`src/rtl/axis_uart_byte_packer.sv`:
```
// Packs the UART receiver's AXI-Stream byte stream into little-endian N_BYTES-wide words.
// A partial word left idle for the inter-byte timeout is discarded and counted.
module axis_uart_byte_packer #(
   parameter int UART_SPEED    = 115200,
   parameter int FREQ_HZ       = 100000000,
   parameter int N_BYTES       = 32,
   parameter int TIMEOUT_CHARS = 4
) (
   input  logic                   clk,
   input  logic                   reset,
   input  logic [7:0]             S_AXIS_TDATA,
   input  logic                   S_AXIS_TVALID,
   output logic                   S_AXIS_TREADY,
   output logic [N_BYTES*8-1:0]   M_AXIS_TDATA,
   output logic                   M_AXIS_TVALID,
   input  logic                   M_AXIS_TREADY,
   output logic                   TIMEOUT_EVENT,
   output logic [15:0]            DROP_COUNT
);

   localparam int TMO_RAW = (FREQ_HZ / UART_SPEED) * 10 * TIMEOUT_CHARS;
   // Floor of 2 keeps the counter at least one bit wide for degenerate configurations.
   localparam int TMO     = (TMO_RAW < 2) ? 2 : TMO_RAW;
   localparam int TW      = $clog2(TMO);
   localparam int IW      = $clog2(N_BYTES);
   localparam int DW      = N_BYTES * 8;
   localparam logic [IW-1:0] LAST_IDX = IW'(N_BYTES - 1);
   localparam logic [TW-1:0] TMO_LAST = TW'(TMO - 1);

   logic [DW-1:0] acc_r;
   logic [DW-1:0] acc_s;
   logic [DW-1:0] lane_s;
   logic [IW-1:0] idx_r;
   logic [IW-1:0] idx_s;
   logic          pend_r;
   logic          pend_s;
   logic [TW-1:0] tmo_r;
   logic [TW-1:0] tmo_s;
   logic          rdy_r;
   logic [DW-1:0] out_data_r;
   logic [DW-1:0] out_data_s;
   logic          out_valid_r;
   logic          out_valid_s;
   logic          evt_r;
   logic          evt_s;
   logic [15:0]   drop_r;
   logic [15:0]   drop_s;
   logic          accept_s;
   logic          slot_free_s;

   assign accept_s    = S_AXIS_TVALID && rdy_r;
   assign slot_free_s = !out_valid_r || M_AXIS_TREADY;

   // Accumulator image with the incoming byte dropped into the current lane.
   always_comb begin
      lane_s = acc_r;
      lane_s[{idx_r, 3'b000} +: 8] = S_AXIS_TDATA;
   end

   // Next-state for accumulator, output slot, pending word and timeout.
   always_comb begin
      acc_s       = acc_r;
      idx_s       = idx_r;
      pend_s      = pend_r;
      tmo_s       = tmo_r;
      out_data_s  = out_data_r;
      out_valid_s = out_valid_r && !M_AXIS_TREADY;
      evt_s       = 1'b0;
      drop_s      = drop_r;
      if (pend_r) begin
         tmo_s = '0;
         if (slot_free_s) begin
            out_data_s  = acc_r;
            out_valid_s = 1'b1;
            acc_s       = '0;
            idx_s       = '0;
            pend_s      = 1'b0;
         end else begin
            out_valid_s = 1'b1;
         end
      end else if (accept_s) begin
         tmo_s = '0;
         if (idx_r == LAST_IDX) begin
            if (slot_free_s) begin
               out_data_s  = lane_s;
               out_valid_s = 1'b1;
               acc_s       = '0;
               idx_s       = '0;
            end else begin
               acc_s  = lane_s;
               pend_s = 1'b1;
            end
         end else begin
            acc_s = lane_s;
            idx_s = idx_r + IW'(1);
         end
      end else if (idx_r != '0) begin
         if (tmo_r == TMO_LAST) begin
            acc_s = '0;
            idx_s = '0;
            tmo_s = '0;
            evt_s = 1'b1;
            if (drop_r != 16'hFFFF) begin
               drop_s = drop_r + 16'd1;
            end else begin
               drop_s = drop_r;
            end
         end else begin
            tmo_s = tmo_r + TW'(1);
         end
      end else begin
         tmo_s = '0;
      end
   end

   // State registers; every output comes straight from a flop.
   always_ff @(posedge clk or negedge reset) begin
      if (!reset) begin
         acc_r       <= '0;
         idx_r       <= '0;
         pend_r      <= 1'b0;
         tmo_r       <= '0;
         rdy_r       <= 1'b0;
         out_data_r  <= '0;
         out_valid_r <= 1'b0;
         evt_r       <= 1'b0;
         drop_r      <= 16'd0;
      end else begin
         acc_r       <= acc_s;
         idx_r       <= idx_s;
         pend_r      <= pend_s;
         tmo_r       <= tmo_s;
         rdy_r       <= !pend_s;
         out_data_r  <= out_data_s;
         out_valid_r <= out_valid_s;
         evt_r       <= evt_s;
         drop_r      <= drop_s;
      end
   end

   assign S_AXIS_TREADY = rdy_r;
   assign M_AXIS_TDATA  = out_data_r;
   assign M_AXIS_TVALID = out_valid_r;
   assign TIMEOUT_EVENT = evt_r;
   assign DROP_COUNT    = drop_r;

endmodule

```
`config.mk`:
```
export PLATFORM = sky130hd
export DESIGN_NAME = axis_uart_byte_packer
export DESIGN_NICKNAME = d
export VERILOG_FILES = /design/src/rtl/axis_uart_byte_packer.sv
export SDC_FILE = /design/constraint.sdc
export NUM_CORES = 1
export LEC_CHECK = 0
export CAP_MARGIN = 20
export CORE_MARGIN = 2
export CORE_UTILIZATION = 25
export DETAILED_ROUTE_END_ITERATION = 12
export GPL_ROUTABILITY_DRIVEN = 0
export SYNTH_ARGS = -nofsm -noshare
export SYNTH_HDL_FRONTEND = slang
export SYNTH_SLANG_ARGS = --single-unit
```
`constraint.sdc`:
```
create_clock -name clk -period 8.85 [get_ports clk]
set_clock_uncertainty 0.2 [all_clocks]
set_input_delay 1.77 -clock clk [delete_from_list [all_inputs] [get_ports clk]]
set_output_delay 1.77 -clock clk [all_outputs]
set_load 0.1 [all_outputs]
```
==> metrics.csv, run 1 <==
stage,metric,value,unit
status,status,"finished, final reports clean",
detailed_routing,DR WL/cell,23.1,um
hold_path,Hold Startpoint,M_AXIS_TDATA[169]$_DFFE_PN0P_,
clocking,clk latency late pin,0.64,ns
critical_path,crit path capture,M_AXIS_TDATA[235]$_DFFE_PN0P_,
clocking,"Hold-fix buffers, CTS",0,
clocking,post-CTS setup buffers,0,
floorplan,Die W,315,um
synth,"Async S/R FF share, synth",1.00,
critical_path,required time worst endpoint,9.15,ns
pwr,Sw Ratio,0.454,
grt,first-pass GRT wire length,131000,um
clocking,clock transition at the registers of the reported paths,0.06,ns
detailed_routing,Highest Signal Layer,met5,
layout,fill cell count,9755,
grt,met3 Use GR,0.0476,
synth,Post-synth area hogs,"dfrtp_1 (57%), nand2_1 (6.0%), a22o_1 (5.9%)",
pwr,sequential power share,0.321,
synth,Main logic family,AND-OR/OR-AND gates,
grt,vias in the first global route,19300,
final_timing,WHS,0.269,ns
synth,Yosys Chip Area,24100,um2
layout,largest class,flip-flops and latches,
detailed_routing,via count,19300,
floorplan,I/O Pins,287,
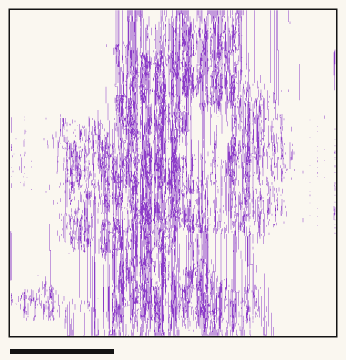
Fig. 1. The metal 2 layer (run 1).
Bar = 100 um.
nets with wire on the layer = 2078
main direction = vertical

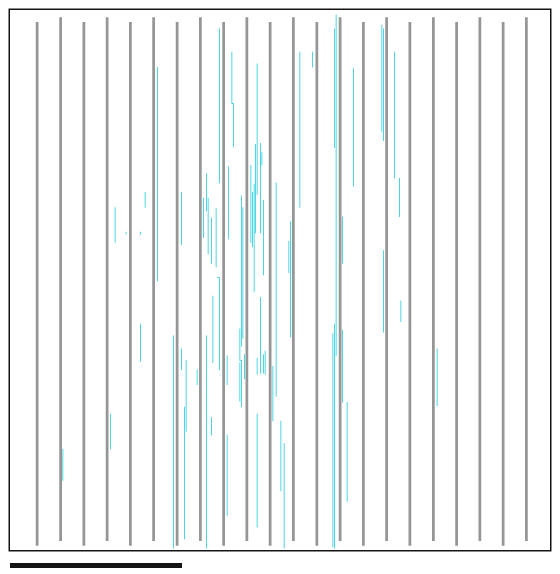
Fig. 2. Metal 4 (run 1).
Bar = 100 um. Supply wires on this layer in gray.
main direction = vertical
longest straight run = 199 um
share of all routed wire = 3.8%

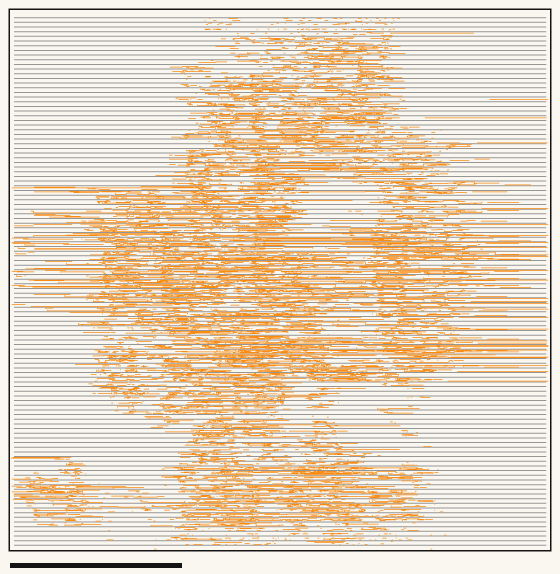
Fig. 3. Signal wires on met1 (run 1).
Bar = 100 um. Supply wires on this layer in gray.
wire length on this layer = 38.2 mm
longest straight run = 128 um
main direction = horizontal
nets with wire on the layer = 2358
final WL: 88600 um
grt met1 use: 0.231

Fig. 4: run 1, routing congestion
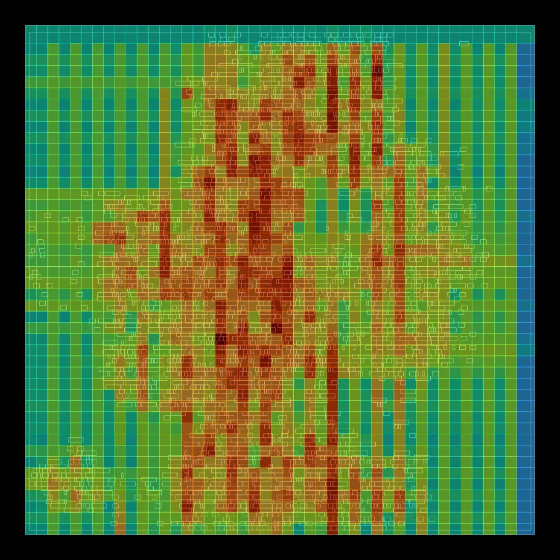

==> run 2: changes to the inputs <==
- clock period: 8.85 -> 4.3 ns (I/O delays scaled with it)
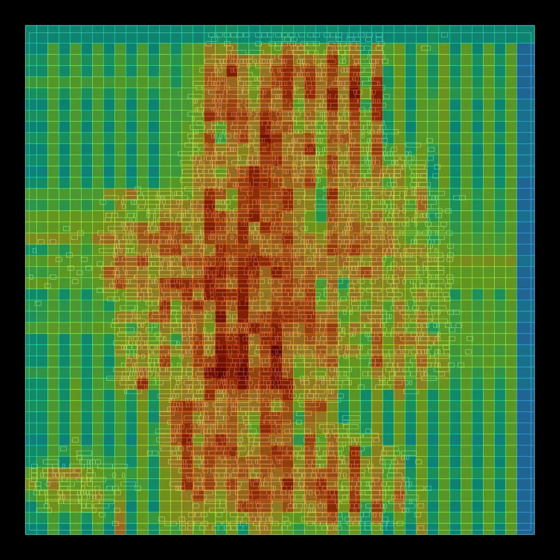
Fig. 5. Routing congestion (run 2).
met3 Use GR: 0.0534
grt met1 use: 0.236

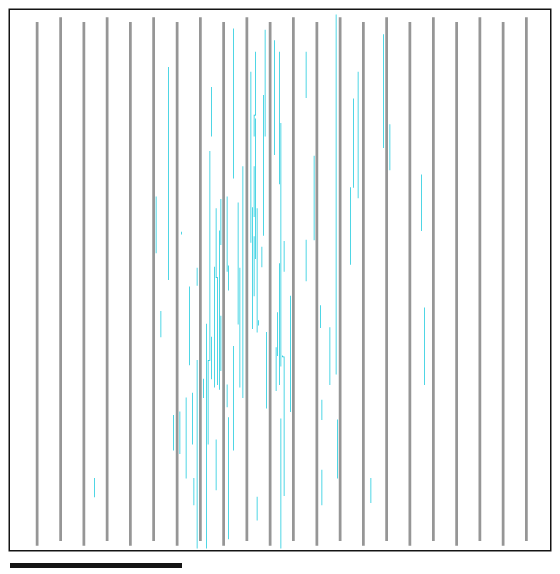
Fig. 6. Metal 4 (run 2).
Bar = 100 um. Supply wires on this layer in gray.
share of all routed wire = 4.3%
main direction = vertical
wire length on this layer = 3850 um
longest straight run = 209 um
final WL: 90300 um
via count: 19700

==> metrics.csv, run 2 <==
stage,metric,value,unit
detailed_routing,DR WL/cell,23.5,um
synth,Post-synth area hogs,"dfrtp_1 (57%), nand2_1 (6.0%), a22o_1 (5.9%)",
pwr,Sw Ratio,0.465,
final_timing,WHS,0.277,ns
layout,most common logic cell in the routed design,dfrtp_1,
hold_path,Hold Startpoint,M_AXIS_TDATA[173]$_DFFE_PN0P_,
status,status,"finished, final reports clean",
clocking,CTS Buffer Depth,3,
synth,Main logic family,AND-OR/OR-AND gates,
pwr,sequential power share,0.331,
critical_path,Critical Path Fanout Max,17,
clocking,clk latency late pin,0.63,ns
grt,vias in the first global route,19300,
critical_path,required time worst endpoint,4.65,ns
synth,"Async S/R FF share, synth",1.00,
floorplan,I/O Pins,287,
synth,Yosys Chip Area,24100,um2
detailed_routing,Highest Signal Layer,met5,
synth,Adders+Majority by Area,0.00519,
layout,fill cell count,9745,
synth,Dominant cell area share,0.574,
grt,first-pass GRT wire length,133000,um
Power and IR drop assume default switching activity.
